## src/rtl/reset_sequencer.sv

```systemverilog
// reset_sequencer: synchronizes (and, with RESET_SEQUENCER_DEBOUNCE_EN, debounces) reset sources and sequences p1v_resn
module reset_sequencer #(
  parameter int SYNC_STAGES     = 2,
  parameter int DEBOUNCE_CYCLES = 800000,
  parameter int HOLD_CYCLES     = 160000
) (
  input  logic       clock_160,
  input  logic       reset,
  input  logic       key_n,
  input  logic       plug_resn,
  input  logic       pll_locked,
  output logic       p1v_resn,
  output logic [1:0] state,
  output logic [7:0] reset_count
);
  localparam logic [1:0] ST_ASSERT    = 2'd0;
  localparam logic [1:0] ST_WAIT_LOCK = 2'd1;
  localparam logic [1:0] ST_HOLD      = 2'd2;
  localparam logic [1:0] ST_RUN       = 2'd3;
  localparam int HW = $clog2(HOLD_CYCLES + 1);
  localparam logic [HW-1:0] HOLD_MAX = HW'(HOLD_CYCLES - 1);
  logic [SYNC_STAGES-1:0] r_key_sync, r_plug_sync, r_lock_sync;
  logic [1:0] w_sync, w_filt;
  logic w_lock, w_kp_req, w_req;
  logic [1:0] r_state, w_next;
  logic [HW-1:0] r_hold, w_hold_next;
  // Shift each raw input through its own synchronizer chain
  always_ff @(posedge clock_160) begin
    if (reset) begin
      r_key_sync  <= '0;
      r_plug_sync <= '0;
      r_lock_sync <= '0;
    end else begin
      r_key_sync  <= {r_key_sync[SYNC_STAGES-2:0], key_n};
      r_plug_sync <= {r_plug_sync[SYNC_STAGES-2:0], plug_resn};
      r_lock_sync <= {r_lock_sync[SYNC_STAGES-2:0], pll_locked};
    end
  end
  assign w_sync = {r_plug_sync[SYNC_STAGES-1], r_key_sync[SYNC_STAGES-1]};
  assign w_lock = r_lock_sync[SYNC_STAGES-1];
`ifdef RESET_SEQUENCER_DEBOUNCE_EN
  localparam int DW = $clog2(DEBOUNCE_CYCLES + 1);
  localparam logic [DW-1:0] DB_MAX = DW'(DEBOUNCE_CYCLES - 1);
  logic [1:0] r_db_lvl;
  logic [DW-1:0] r_db_cnt [2];
  // Flip a level only after DEBOUNCE_CYCLES consecutive differing samples; a matching sample restarts the count
  always_ff @(posedge clock_160) begin
    if (reset) begin
      r_db_lvl <= '0;
      r_db_cnt <= '{default: '0};
    end else begin
      for (int i = 0; i < 2; i++) begin
        if (w_sync[i] == r_db_lvl[i]) r_db_cnt[i] <= '0;
        else if (r_db_cnt[i] == DB_MAX) begin
          r_db_lvl[i] <= w_sync[i];
          r_db_cnt[i] <= '0;
        end else r_db_cnt[i] <= r_db_cnt[i] + 1'b1;
      end
    end
  end
  assign w_filt = r_db_lvl;
`else
  assign w_filt = w_sync;
`endif
  assign w_kp_req = ~&w_filt;
  assign w_req    = w_kp_req | ~w_lock;
  // Next-state decode; a request always wins over hold completion
  always_comb begin
    w_next      = r_state;
    w_hold_next = r_hold;
    case (r_state)
      ST_ASSERT:    if (!w_kp_req) w_next = ST_WAIT_LOCK;
      ST_WAIT_LOCK: begin
        if (w_kp_req) w_next = ST_ASSERT;
        else if (w_lock) begin
          w_next      = ST_HOLD;
          w_hold_next = '0;
        end
      end
      ST_HOLD: begin
        if (w_req) begin
          w_next      = ST_ASSERT;
          w_hold_next = '0;
        end else if (r_hold == HOLD_MAX) w_next = ST_RUN;
        else w_hold_next = r_hold + 1'b1;
      end
      default:      if (w_req) w_next = ST_ASSERT;
    endcase
  end
  // State, hold counter, registered reset output and saturating RUN-exit count
  always_ff @(posedge clock_160) begin
    if (reset) begin
      r_state     <= ST_ASSERT;
      r_hold      <= '0;
      p1v_resn    <= 1'b0;
      reset_count <= '0;
    end else begin
      r_state  <= w_next;
      r_hold   <= w_hold_next;
      p1v_resn <= (w_next == ST_RUN);
      if (r_state == ST_RUN && w_next == ST_ASSERT && reset_count != 8'hFF) reset_count <= reset_count + 1'b1;
    end
  end
  assign state = r_state;
endmodule

```

## config.mk

```make
export PLATFORM = sky130hd
export DESIGN_NAME = reset_sequencer
export DESIGN_NICKNAME = d
export VERILOG_FILES = /design/src/rtl/reset_sequencer.sv
export SDC_FILE = /design/constraint.sdc
export NUM_CORES = 1
export LEC_CHECK = 0
export CORE_ASPECT_RATIO = 1.4
export CORE_UTILIZATION = 30
export CTS_CLUSTER_DIAMETER = 100
export DETAILED_ROUTE_END_ITERATION = 10
export PLACE_DENSITY = 0.43
export SETUP_SLACK_MARGIN = 0.1
export SKIP_LAST_GASP = 1
export SLEW_MARGIN = 0
export SYNTH_ARGS = -nofsm -noshare
export SYNTH_HDL_FRONTEND = slang
export SYNTH_SLANG_ARGS = --single-unit
```

## constraint.sdc

```tcl
create_clock -name clock_160 -period 5.35 [get_ports clock_160]
set_clock_uncertainty 0.05 [all_clocks]
set_input_delay 1.605 -clock clock_160 [delete_from_list [all_inputs] [get_ports clock_160]]
set_output_delay 1.605 -clock clock_160 [all_outputs]
set_load 0.02 [all_outputs]
```

run_1/gates.png
Scale: 6 px per um.
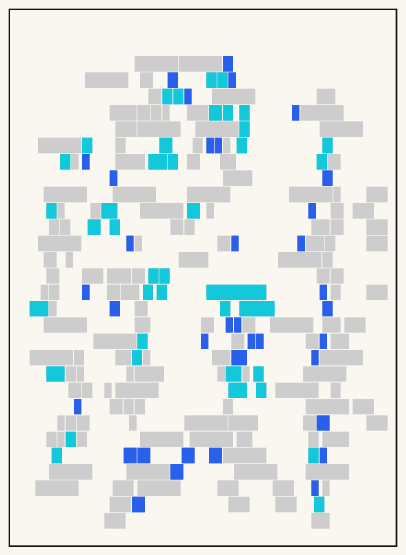
- blue: nor cells (cells 36)
- cyan: aoi and oai cells (cells 40)
Comb/total area: 46.1%
Non-Filler Instances: 281

run_1/util_map.png
Scale: 3 px per um. 6 x 9 tiles, from dark purple (low) to yellow (high), 0 to 100% covered.
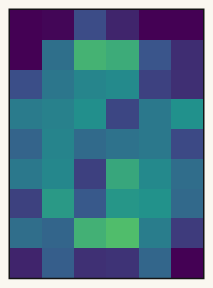
- emptiest ninth of the die: upper right
- mean over tiles: 32%
- fullest tile: 69%
Pre-Place Util: 31.4%
final core occ: 37.0%
core area: 5200 um2

==> results.txt, run 1 <==
Cell area after layout = 1930 um2
Top cells by count = 35 x dfxtp_1, 23 x nor2_1, 21 x nand3_1
WL final = 3800 um
CP max stage delay = 0.41 ns
Worst skew pair latency = 0.28 ns
Cell count of the worst hold path = 1
Post-Synth AOI/OAI Area = 17.0%
CTS tree = yes
Initial antenna violation count = 0
Top Usage Layer GRT = met2
Clock root cell = clkbuf_8
Layout cells sized above 1 = 7.44%
Peak supply drop = 0.119 mV
Worst R2R Start = r_hold[0]
Yosys Chip Area = 1630 um2
MUX share of area = 0%
Clock Pin Slew Worst Setup and Hold Paths = 0.07 ns
Largest reg by FF count = r_hold
Mapped Cells = 196
Multi-input logic cell count = 152
Top logic family = simple AND/OR/NAND/NOR gates
Clock share of power = 39.7%
ANT cells = 0
Ys flops = 35
Logic area = 888 um2
R2R setup slack = 2.84 ns
Yosys stat cell total = 196
Wire length per cell = 13.5 um
Max clock buf depth = 2
Top cell excl fill/tap = dfxtp_1
First-pass GRT wire length = 6410 um
Final Hold Violation Tally = 0
CP Max Fanout = 21
Routed wl met2 = 2020 um
Status = finished, final reports clean
Synth Seq Share = 43.0%
Worst hold slack = 0.395 ns
Power Dens Cells = 237 nW/um2
Vias in the first global route = 1351
Setup violators final = 0
Top cells, area = dfxtp_1 43%, nand3_1 6.4%, nor2_1 5.3%
Area share, top type = 43.0%
Hold Path End = r_lock_sync[1]
Setup WS pre-CTS = 1.55 ns
Non-clock buffering overhead = 8.19%
M1 GR Usage = 14.9%
Async SR Flop Fraction = 0%
Crit Path Category = in -> reg
Buffers excl. clock = 16
CP startpoint = reset
Required @ worst endpoint = 5.51 ns
Period utilization = 65.4%
Post-CTS sizing = 0
Post-DP HPWL = 2790 um
# fillers = 572
Area of the mapped netlist = 1630 um2
Max reg flops = 18
Placed Cells incl. Taps = 273
Synth Area in Simple Gates = 32.8%
Die Y-Extent = 89.2 um
WP data arrival = 3.66 ns
GP Congestion = 0.720
Die area = 5740 um2
Post-synth top flop = dfxtp_1
CP Capture Point = r_hold[11]
Max Slew Vio Count = 0
Reg2reg path depth = 6
Sw Pwr = 0.0000967 W
Area delta synth->final = 18.1%
Maxcap violations = 0
Routed Antenna Nets = 0
Power in combinational cells = 0.0000111 W
Largest net degree at the start of global routing = 22
Post-Route Setup TNS = 0 ns
Global Route Usage Sum = 14.8%
XOR Share, Synth = 3.22%
Remaining Overflow, GRT = 0
Tool warnings = 26
Cells along the critical path = clkdlybuf4s50_1 > buf_4 > nand4b_1 > nor2_1 > o21ai_1 > or3_1 > o21ai_0
Synth area leader = dfxtp_1
Combinational share of power = 2.4%
TritonRoute pass-1 iters = 4
Sink Count = 35
Reg2reg end = r_hold[6]
H-tree depth = 2
Post-synth EDFFs = 0
Clk pwr = 0.000181 W
Yosys warnings = 0
Setup crit start kind = input pin
Clk_buf instances = 7
Hold_sp = r_lock_sync[0]
Sequential share of power = 57.8%
DR vias = 1484
Min setup slack post-route = 1.85 ns
Fin nets = 221
Post-CTS Hold Buffers = 0
Most frequent cells in the layout = 35 x dfxtp_1, 23 x nor2_1, 21 x nand3_1
CP bufs+invs = 2
Syn Nets = 203
Worst path slowest cell = or3_1
Crit. End Element = flip-flop
Leading cell kind = logic gates
Postcts setup bufs = 0
Top Registers = r_hold x18, reset_count x8
run_1/port_trees.png
Scale: 4 px per um.
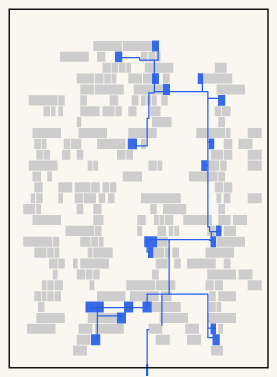
- blue: reset (bits 1; direction input; edge bottom; end cells 21; buffers 2; wire 217 um)
I/O pins: 16
I/O Buffers: 15

run_1/ff_map.png
Scale: 4 px per um. Other sequential cells in the stronger gray, the rest of the logic in the fainter gray.
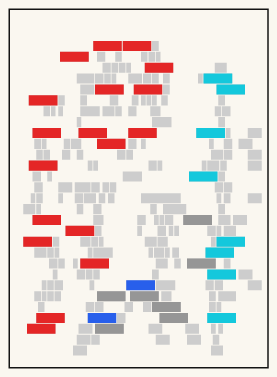
- red: r_hold (flops 18)
- blue: r_key_sync (flops 2)
- cyan: reset_count (flops 8)
- not colored: 7
Sequential Power: 0.000264 W
sequential standard cell area: 701 um2
register share of the cell area: 36.4%

==> inputs of run 2 (changes only) <==
==> constraint.sdc (replaced) <==
create_clock -name clock_160 -period 3.4 [get_ports clock_160]
set_clock_uncertainty 0.05 [all_clocks]
set_input_delay 1.02 -clock clock_160 [delete_from_list [all_inputs] [get_ports clock_160]]
set_output_delay 1.02 -clock clock_160 [all_outputs]
set_load 0.02 [all_outputs]
==> results.txt, run 2 <==
Crit. End Element = output pin (was flip-flop)
Peak supply drop = 0.205 mV (was 0.119 mV)
Yosys stat cell total = 196 (unchanged)
Post-CTS Hold Buffers = 0 (unchanged)
Final core occ = 37.2% (was 37.0%)
Top Registers = r_hold x18, reset_count x8 (unchanged)
Most frequent cells in the layout = 35 x dfxtp_1, 23 x nor2_1, 21 x nand3_1 (unchanged)
Top cells, area = dfxtp_1 43%, nand3_1 6.4%, nor2_1 5.3% (unchanged)
Clock share of power = 40.2% (was 39.7%)
Postcts setup bufs = 0 (unchanged)
Power in combinational cells = 0.0000172 W (was 0.0000111 W)
Post-Synth AOI/OAI Area = 17.0% (unchanged)
Clock buffers created by TritonCTS = 5 (unchanged)
Wire length per cell = 13.4 um (was 13.5 um)
Non-clock buffering overhead = 8.54% (was 8.19%)
CP Max Fanout = 11 (was 21)
Worst Tran Pin Value = 0.728 ns (was 0.761 ns)
FA/HA/MAJ Cells, Area Fraction = 1.53% (unchanged)
Ys flops = 35 (unchanged)
Top logic family = simple AND/OR/NAND/NOR gates (unchanged)
Maxcap violations = 0 (unchanged)
Status = finished, final reports clean (unchanged)
Cells along the critical path = clkdlybuf4s50_1 (was clkdlybuf4s50_1 > buf_4 > nand4b_1 > nor2_1 > o21ai_1 > or3_1 > o21ai_0)
Global Route Usage Sum = 15.1% (was 14.8%)
Worst path slowest cell = clkdlybuf4s50_1 (was or3_1)
First-pass GRT wire length = 6620 um (was 6410 um)
Post-synth top flop = dfxtp_1 (unchanged)
Sequential standard cell area = 701 um2 (unchanged)
CP bufs+invs = 1 (was 2)
CP startpoint = state[0] (was reset)
Power Total = 0.000722 W (was 0.000456 W)
Area of the mapped netlist = 1630 um2 (unchanged)
Period utilization = 77.2%
Sequential share of power = 57.5% (was 57.8%)
Mapped Cells = 196 (unchanged)
DR vias = 1479 (was 1484)
Post-synth EDFFs = 0 (unchanged)
RSZ-0062 raised after global routing = no (unchanged)
WL final = 3770 um (was 3800 um)
Post-DP HPWL = 2760 um (was 2790 um)
Synth Area in Simple Gates = 32.8% (unchanged)
Post-CTS sizing = 0 (unchanged)
Die area = 5740 um2 (unchanged)
Vias in the first global route = 1458 (was 1351)
CP Capture Point = state[0] (was r_hold[11])
M1 GR Usage = 15.5% (was 14.9%)
Remaining Overflow, GRT = 0 (unchanged)
Register share of the cell area = 36.2% (was 36.4%)
Routed Antenna Nets = 0 (unchanged)
Leading cell kind = logic gates (unchanged)
Die Y-Extent = 89.2 um (unchanged)
Post-Route Setup TNS = 0 ns (unchanged)
Power Dens Cells = 374 nW/um2 (was 237 nW/um2)
Sequential Power = 0.000415 W (was 0.000264 W)
Area share, top type = 43.0% (unchanged)
Min setup slack post-route = 0.776 ns (was 1.85 ns)
Buffers excl. clock = 17 (was 16)
Worst hold slack = 0.384 ns (was 0.395 ns)
Initial antenna violation count = 0 (unchanged)
Largest reg by FF count = r_hold (unchanged)
Crit Path Category = reg -> out (was in -> reg)
Cell count of the worst hold path = 1 (unchanged)
Syn Nets = 203 (unchanged)
TritonRoute pass-1 iters = 4 (unchanged)
WP data arrival = 1.55 ns (was 3.66 ns)
Pre-Place Util = 31.4% (unchanged)
Reg2reg path depth = 6 (unchanged)
Sink Count = 35 (unchanged)
Fin nets = 222 (was 221)
Synth area leader = dfxtp_1 (unchanged)
Yosys top cell by instances = dfxtp_1 (unchanged)
Routed wl met2 = 2020 um (about the same)
Reg2reg end = r_hold[6] (unchanged)
Setup crit start kind = flip-flop (was input pin)
R2R setup slack = 0.90 ns (was 2.84 ns)
Multi-input logic cell count = 152 (unchanged)
Max reg flops = 18 (unchanged)
Cell area after layout = 1930 um2 (about the same)
Final Hold Violation Tally = 0 (unchanged)
CTS tree = yes (unchanged)
Layout cells sized above 1 = 7.87% (was 7.44%)
Yosys warnings = 0 (unchanged)
ANT cells = 0 (unchanged)
Core area = 5200 um2 (unchanged)
XOR Share, Synth = 3.22% (unchanged)
Max clock buf depth = 2 (unchanged)
Tool warnings = 26 (unchanged)
Top cells by count = 35 x dfxtp_1, 23 x nor2_1, 21 x nand3_1 (unchanged)
Clock root cell = clkbuf_8 (unchanged)
Setup violators final = 0 (unchanged)
Worst skew pair latency = 0.29 ns (was 0.28 ns)
MUX share of area = 0% (unchanged)
Clock Pin Slew Worst Setup and Hold Paths = 0.07 ns (about the same)
# fillers = 574 (was 572)
Combinational share of power = 2.4% (about the same)
Clk_buf instances = 7 (unchanged)
Hold Path End = r_key_sync[1] (was r_lock_sync[1])
H-tree depth = 2 (unchanged)
Tap cell count = 66 (unchanged)
Largest net degree at the start of global routing = 21 (was 22)
Required @ worst endpoint = 2.33 ns (was 5.51 ns)
I/O pins = 16 (unchanged)
Logic area = 888 um2 (unchanged)
Area delta synth->final = 18.6% (was 18.1%)
Top Usage Layer GRT = met2 (unchanged)
GP Congestion = 0.744 (was 0.720)
Yosys Chip Area = 1630 um2 (unchanged)
Clk pwr = 0.000290 W (was 0.000181 W)
Setup WS pre-CTS = 0.515 ns (was 1.55 ns)
Synth Seq Share = 43.0% (unchanged)
CP max stage delay = 0.69 ns (was 0.41 ns)
Placed Cells incl. Taps = 274 (was 273)
Max Slew Vio Count = 0 (unchanged)
Worst R2R Start = r_hold[0] (unchanged)
Hold_sp = r_key_sync[0] (was r_lock_sync[0])
Async SR Flop Fraction = 0% (unchanged)
I/O Buffers = 15 (unchanged)
Sw Pwr = 0.000157 W (was 0.0000967 W)
run_2/gates.png
Scale: 6 px per um.
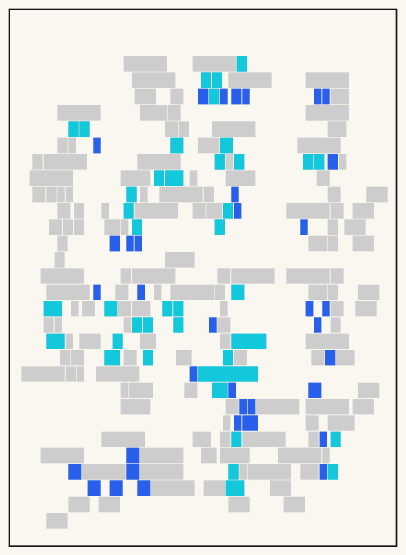
- blue: nor cells (cells 36)
- cyan: aoi and oai cells (cells 40)
Non-Filler Instances: 282
Comb/total area: 46.0%
Top cell excl fill/tap: dfxtp_1

run_2/port_trees.png
Scale: 4 px per um.
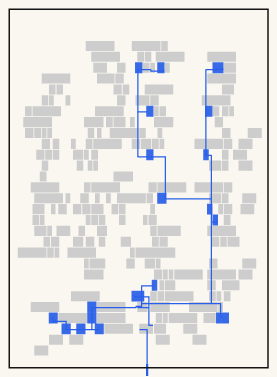
- blue: reset (bits 1; direction input; edge bottom; end cells 21; buffers 2; wire 217 um)

==> inputs of run 3 (changes only) <==
==> constraint.sdc (replaced) <==
create_clock -name clock_160 -period 2.5 [get_ports clock_160]
set_clock_uncertainty 0.05 [all_clocks]
set_input_delay 0.75 -clock clock_160 [delete_from_list [all_inputs] [get_ports clock_160]]
set_output_delay 0.75 -clock clock_160 [all_outputs]
set_load 0.02 [all_outputs]
==> results.txt, run 3 <==
# fillers = 554 (was 574)
Cell count of the worst hold path = 1 (unchanged)
Power in combinational cells = 0.0000249 W (was 0.0000172 W)
Max clock buf depth = 2 (unchanged)
Required @ worst endpoint = 1.70 ns (was 2.33 ns)
Post-synth EDFFs = 0 (unchanged)
Cell area after layout = 1990 um2 (was 1930 um2)
Top logic family = simple AND/OR/NAND/NOR gates (unchanged)
Core area = 5200 um2 (unchanged)
Buffers excl. clock = 25 (was 17)
Die area = 5740 um2 (unchanged)
Largest net degree at the start of global routing = 20 (was 21)
Clock share of power = 40.1% (was 40.2%)
Crit. End Element = output pin (unchanged)
RSZ-0062 raised after global routing = no (unchanged)
Yosys top cell by instances = dfxtp_1 (unchanged)
R2R setup slack = 0.33 ns (was 0.90 ns)
Top cells by count = 35 x dfxtp_1, 23 x nor2_1, 21 x nand3_1 (unchanged)
CP Capture Point = state[1] (was state[0])
Worst skew pair latency = 0.29 ns (about the same)
Leading cell kind = logic gates (unchanged)
Global Route Usage Sum = 14.9% (was 15.1%)
Non-CTS inverters = 4 (unchanged)
Max Slew Vio Count = 0 (unchanged)
I/O pins = 16 (unchanged)
Metal-1 WL = 1570 um (about the same)
Non-clock buffering overhead = 11.3% (was 8.54%)
Multi-input logic cell count = 152 (unchanged)
Worst Tran Pin Value = 0.530 ns (was 0.728 ns)
Worst R2R Start = r_hold[15] (was r_hold[0])
CTS tree = yes (unchanged)
GP Congestion = 0.746 (was 0.744)
Peak supply drop = 0.251 mV (was 0.205 mV)
Power Dens Cells = 493 nW/um2 (was 374 nW/um2)
Maxcap violations = 0 (unchanged)
Register share of the cell area = 35.2% (was 36.2%)
Clock network contribution to total cell area = 4.08% (was 4.21%)
Setup violators final = 0 (unchanged)
Seq cells = 35 (unchanged)
Setup WS pre-CTS = 0.0814 ns (was 0.515 ns)
I/O Buffers = 15 (unchanged)
Clock Pin Slew Worst Setup and Hold Paths = 0.07 ns (about the same)
Yosys stat cell total = 196 (unchanged)
Clock root cell = clkbuf_8 (unchanged)
CP bufs+invs = 1 (unchanged)
Syn Nets = 203 (unchanged)
Mapped Cells = 196 (unchanged)
Post-CTS Hold Buffers = 0 (unchanged)
Logic area = 888 um2 (unchanged)
Sequential Power = 0.000564 W (was 0.000415 W)
Period utilization = 88.8%
Sw Pwr = 0.000213 W (was 0.000157 W)
Post-Route Setup TNS = 0 ns (unchanged)
Routed wl met2 = 2000 um (was 2020 um)
Async SR Flop Fraction = 0% (unchanged)
Worst hold slack = 0.390 ns (was 0.384 ns)
CP Max Fanout = 9 (was 11)
Top cell excl fill/tap = dfxtp_1 (unchanged)
H-tree depth = 2 (unchanged)
Area of the mapped netlist = 1630 um2 (unchanged)
Ys flops = 35 (unchanged)
Pre-Place Util = 31.4% (unchanged)
Power Total = 0.000983 W (was 0.000722 W)
Top Registers = r_hold x18, reset_count x8 (unchanged)
Initial antenna violation count = 0 (unchanged)
Tool warnings = 26 (unchanged)
Top cells, area = dfxtp_1 43%, nand3_1 6.4%, nor2_1 5.3% (unchanged)
Vias/cell = 5.15 (was 5.24)
DR vias = 1493 (was 1479)
XOR Share, Synth = 3.22% (unchanged)
Hold Path End = r_lock_sync[1] (was r_key_sync[1])
Most frequent cells in the layout = 35 x dfxtp_1, 23 x nor2_1, 21 x nand3_1 (unchanged)
MUX share of area = 0% (unchanged)
Post-Synth AOI/OAI Area = 17.0% (unchanged)
Fin nets = 230 (was 222)
Die Y-Extent = 89.2 um (unchanged)
Area delta synth->final = 22.3% (was 18.6%)
Post-CTS sizing = 0 (unchanged)
WL final = 3730 um (was 3770 um)
Sequential share of power = 57.3% (was 57.5%)
Combinational share of power = 2.5% (was 2.4%)
Area share, top type = 43.0% (unchanged)
WP data arrival = 1.42 ns (was 1.55 ns)
Final Hold Violation Tally = 0 (unchanged)
Worst path slowest cell = clkdlybuf4s50_1 (unchanged)
Post-DP HPWL = 2800 um (was 2760 um)
Remaining Overflow, GRT = 0 (unchanged)
Synth area leader = dfxtp_1 (unchanged)
Postcts setup bufs = 0 (unchanged)
Post-synth top flop = dfxtp_1 (unchanged)
Clock buffers created by TritonCTS = 5 (unchanged)
Cells along the critical path = clkdlybuf4s50_1 (unchanged)
Setup crit start kind = flip-flop (unchanged)
Vias in the first global route = 1419 (was 1458)
Tap cell count = 66 (unchanged)
Yosys Chip Area = 1630 um2 (unchanged)
Placed Cells incl. Taps = 282 (was 274)
Synth Seq Share = 43.0% (unchanged)
Top Usage Layer GRT = met2 (unchanged)
Clk_buf instances = 7 (unchanged)
Hold_sp = r_lock_sync[0] (was r_key_sync[0])
Largest reg by FF count = r_hold (unchanged)
Yosys warnings = 0 (unchanged)
Wire length per cell = 12.8 um (was 13.4 um)
Synth cell types = 38 (unchanged)
M1 GR Usage = 15.4% (was 15.5%)
Crit Path Category = reg -> out (unchanged)
Max reg flops = 18 (unchanged)
TritonRoute pass-1 iters = 4 (unchanged)
FA/HA/MAJ Cells, Area Fraction = 1.53% (unchanged)
Min setup slack post-route = 0.280 ns (was 0.776 ns)
Sequential standard cell area = 701 um2 (unchanged)
Reg2reg end = r_hold[6] (unchanged)
Sink Count = 35 (unchanged)
Status = finished, final reports clean (unchanged)
Reg2reg path depth = 6 (unchanged)
CP startpoint = state[1] (was state[0])
Synth Area in Simple Gates = 32.8% (unchanged)
Routed Antenna Nets = 0 (unchanged)
ANT cells = 0 (unchanged)
CP max stage delay = 0.66 ns (was 0.69 ns)
Layout cells sized above 1 = 11.2% (was 7.87%)
First-pass GRT wire length = 6460 um (was 6620 um)
Clk pwr = 0.000395 W (was 0.000290 W)
run_3/gates.png
Scale: 6 px per um.
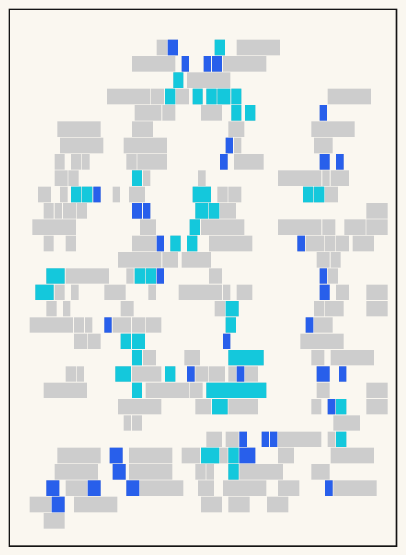
- cyan: aoi and oai cells (cells 40)
- blue: nor cells (cells 36)
Non-Filler Instances: 290
Comb/total area: 44.6%

run_3/util_map.png
Scale: 3 px per um. 6 x 9 tiles, from dark purple (low) to yellow (high), 0 to 100% covered.
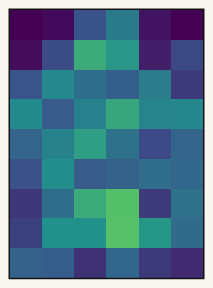
- mean over tiles: 33%
- densest ninth of the die: bottom center
- fullest tile: 72%
final core occ: 38.3%

Power figures rest on the tool's default switching activity, not on a simulated workload.
